--- config.mk ---
export PLATFORM = sky130hd
export DESIGN_NAME = truth_table_sweeper
export DESIGN_NICKNAME = d
export VERILOG_FILES = /design/src/rtl/truth_table_sweeper.sv
export SDC_FILE = /design/constraint.sdc
export NUM_CORES = 1
export LEC_CHECK = 0
export CAP_MARGIN = 20
export CELL_PAD_IN_SITES_DETAIL_PLACEMENT = 1
export CELL_PAD_IN_SITES_GLOBAL_PLACEMENT = 2
export CORE_ASPECT_RATIO = 1.25
export CORE_MARGIN = 2
export CORE_UTILIZATION = 34
export CTS_BUF_LIST = sky130_fd_sc_hd__clkbuf_16
export DETAILED_ROUTE_END_ITERATION = 8
export MAX_ROUTING_LAYER = met4
export PLACE_DENSITY_LB_ADDON = 0.1
export SYNTH_ARGS = -nofsm -noshare
export SYNTH_HDL_FRONTEND = slang
export SYNTH_SLANG_ARGS = --single-unit
--- constraint.sdc ---
create_clock -name clk -period 2.6 [get_ports clk]
set_clock_uncertainty 0.15 [all_clocks]
set_input_delay 0.52 -clock clk [delete_from_list [all_inputs] [get_ports clk]]
set_output_delay 0.52 -clock clk [all_outputs]
set_load 0.005 [all_outputs]
--- src/rtl/truth_table_sweeper.sv ---
// Walks a 4-input pattern sequence, holds each pattern DWELL cycles and captures the
// downstream response into a 16-entry truth table. Define SWEEP_GRAY_EN for Gray-code order.
module truth_table_sweeper #(
  parameter int unsigned DWELL = 4
) (
  input  logic        clk,
  input  logic        rst,
  input  logic        start,
  output logic        a,
  output logic        b,
  output logic        c,
  output logic        d,
  input  logic        f,
  output logic        busy,
  output logic        done,
  output logic [15:0] tt,
  output logic [3:0]  idx
);

  localparam logic [1:0] StIdle  = 2'd0;
  localparam logic [1:0] StDrive = 2'd1;
  localparam logic [1:0] StDone  = 2'd2;

  localparam logic [7:0] CntLast = 8'(DWELL - 1);

  logic [1:0]  state_q, state_d;
  logic [3:0]  idx_q, idx_d;
  logic [7:0]  cnt_q, cnt_d;
  logic [15:0] tt_q, tt_d;
  logic [3:0]  pat;

  function automatic logic [3:0] pattern_of(input logic [3:0] i);
`ifdef SWEEP_GRAY_EN
    return i ^ (i >> 1);
`else
    return i;
`endif
  endfunction

  assign pat = pattern_of(idx_q);

  always_comb begin
    state_d = state_q;
    idx_d   = idx_q;
    cnt_d   = cnt_q;
    tt_d    = tt_q;
    case (state_q)
      StIdle, StDone: begin
        if (start) begin
          state_d = StDrive;
          idx_d   = 4'd0;
          cnt_d   = 8'd0;
          tt_d    = 16'h0000;
        end
      end
      StDrive: begin
        // start is deliberately ignored here so a sweep can never be retimed
        if (cnt_q == CntLast) begin
          tt_d[pat] = f;
          cnt_d     = 8'd0;
          if (idx_q == 4'd15) begin
            state_d = StDone;
          end else begin
            idx_d = idx_q + 4'd1;
          end
        end else begin
          cnt_d = cnt_q + 8'd1;
        end
      end
      default: begin
        state_d = StIdle;
        idx_d   = 4'd0;
        cnt_d   = 8'd0;
        tt_d    = 16'h0000;
      end
    endcase
  end

  always_ff @(posedge clk or posedge rst) begin
    if (rst) begin
      state_q <= StIdle;
      idx_q   <= 4'd0;
      cnt_q   <= 8'd0;
      tt_q    <= 16'h0000;
    end else begin
      state_q <= state_d;
      idx_q   <= idx_d;
      cnt_q   <= cnt_d;
      tt_q    <= tt_d;
    end
  end

  // Outputs decode straight from state so an async reset clears them without a clock
  assign {a, b, c, d} = (state_q == StDrive) ? pat : 4'b0000;
  assign busy = (state_q == StDrive);
  assign done = (state_q == StDone);
  assign tt   = tt_q;
  assign idx  = idx_q;

endmodule

Figure 1. Placed standard cells.
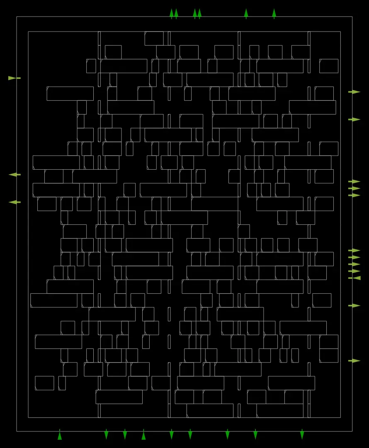
area of the core: 4690 sq um
Post-Layout Cell Count: 266
Site Rows: 28

Figure 2. Where the registers sit.
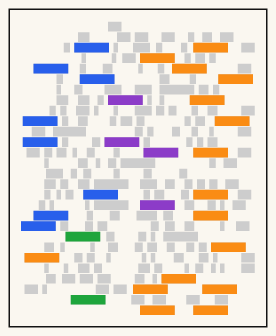
legend:
  blue:
    signal: `cnt_q`
    sequential_cells: 8
  green:
    signal: `state_q`
    sequential_cells: 2
  purple:
    signal: `idx`
    sequential_cells: 4
    where: center
  orange:
    signal: `tt`
    sequential_cells: 16
Power Sequential: 0.477 mW
post-layout util: 45.4%
area of all sequential standard cells: 751 sq um
proportion of cell area occupied by registers: 35.2%

==> flow_metrics.py <==
# Generated from Yosys and OpenROAD reports
metrics = {
    "outcome": {
        "status": "finished clean",
    },
    "layout": {
        "fillers": 537,
        "layout.non_clock_inverters": 5,
        "top_layout_cells": "sky130_fd_sc_hd__dfrtp_1 (30), sky130_fd_sc_hd__clkdlybuf4s50_1 (29), sky130_fd_sc_hd__nand2_1 (16), sky130_fd_sc_hd__o21ai_0 (16), sky130_fd_sc_hd__nand3_1 (12)",
        "layout_cell_area_excl_fill_sq_um": 2130,
        "clockBufferCount": 5,
        "num_antenna_cells": 0,
    },
    "final_timing": {
        "timing.final.crit_period_ps": 2360,
        "fmax_ghz": 0.424,
        "rsz0062_at_grt": "false",
        "finalHoldViolCount": 0,
        "final_min_period_over_clock_period_pct": 90.7,
        "whs_ps": 354,
        "setup-tns-final_ps": 0,
    },
    "grt": {
        "use_met1_pct": 20.6,
        "grt_start_max_net_pins": 31,
        "grt_remaining_overflow": 0,
        "globalRouteMet2Util_pct": 36.0,
        "global_route.peak_usage_layer": "met2",
        "grt_first_pass_wirelength_microns": 7710,
    },
    "clocking": {
        "clk_root_buffer_cell": "sky130_fd_sc_hd__clkbuf_16",
        "tritoncts": "built",
        "cts_sinks": 30,
        "later_pin_clock_latency_in_the_skew_report_ps": 270,
        "ctsHtreeMaxLevel": 2,
    },
    "yosys": {
        "synth-seq-area-share_pct": 45.6,
        "yosysMostFrequentCell": "sky130_fd_sc_hd__dfrtp_1",
        "largest_cells_by_area_after_synthesis": "sky130_fd_sc_hd__dfrtp_1 (46%), sky130_fd_sc_hd__o21ai_0 (4.9%), sky130_fd_sc_hd__ha_1 (3.8%)",
        "postSynthNetCount": 182,
        "edf_count": 0,
        "synthDominantCellAreaShare_pct": 45.6,
        "ys_sh_simple_pct": 24.3,
    },
    "placement": {
        "placedInstanceArea_sq_um": 2000,
        "place.gp.congestion": 0.810,
        "place_ws_ps": 491,
    },
    "power_and_ir_drop": {
        "power_frac_comb_pct": 4.2,
        "clkPwrFrac_pct": 50.7,
        "totalPowerFinal_mw": 1.06,
        "net_switching_power_mw": 0.222,
        "sw_frac_of_total_pct": 21.0,
        "pwr.group.clock_mw": 0.535,
        "power_top_consumer": "the clock network",
        "pwr_density_cell_nw_per_um2": 495,
    },
    "detailed_routing": {
        "wl_per_cell_microns": 17.3,
        "highest-signal-layer": "met4",
        "num_vias": 1468,
        "vias_per_cell": 5.52,
    },
    "worst_setup_path": {
        "timing.critical_path.max_delay_family": "buffers and inverters",
        "crit_type": "reg2out",
        "critical-path-slowest-cell": "sky130_fd_sc_hd__clkdlybuf4s50_1",
        "endpoint_kind": "output pin",
        "cp.depth": 4,
        "worst_path_largest_cell_delay_ps": 500,
    },
    "hold_path": {
        "hold_path_startpoint": "tt[7]",
    },
    "floorplanning": {
        "num_tap_cells": 60,
    },
}
Figure 3. Signal wires on met3.
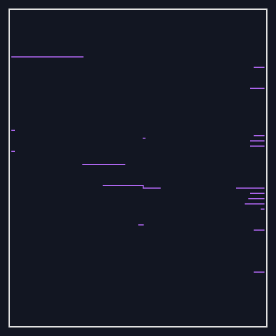
main direction: horizontal
wire length on this layer: 87.8 microns
longest straight run: 18.4 microns
nets with wire on the layer: 17
share of all routed wire: 1.9%

Power figures rest on the tool's default switching activity, not on a simulated workload.
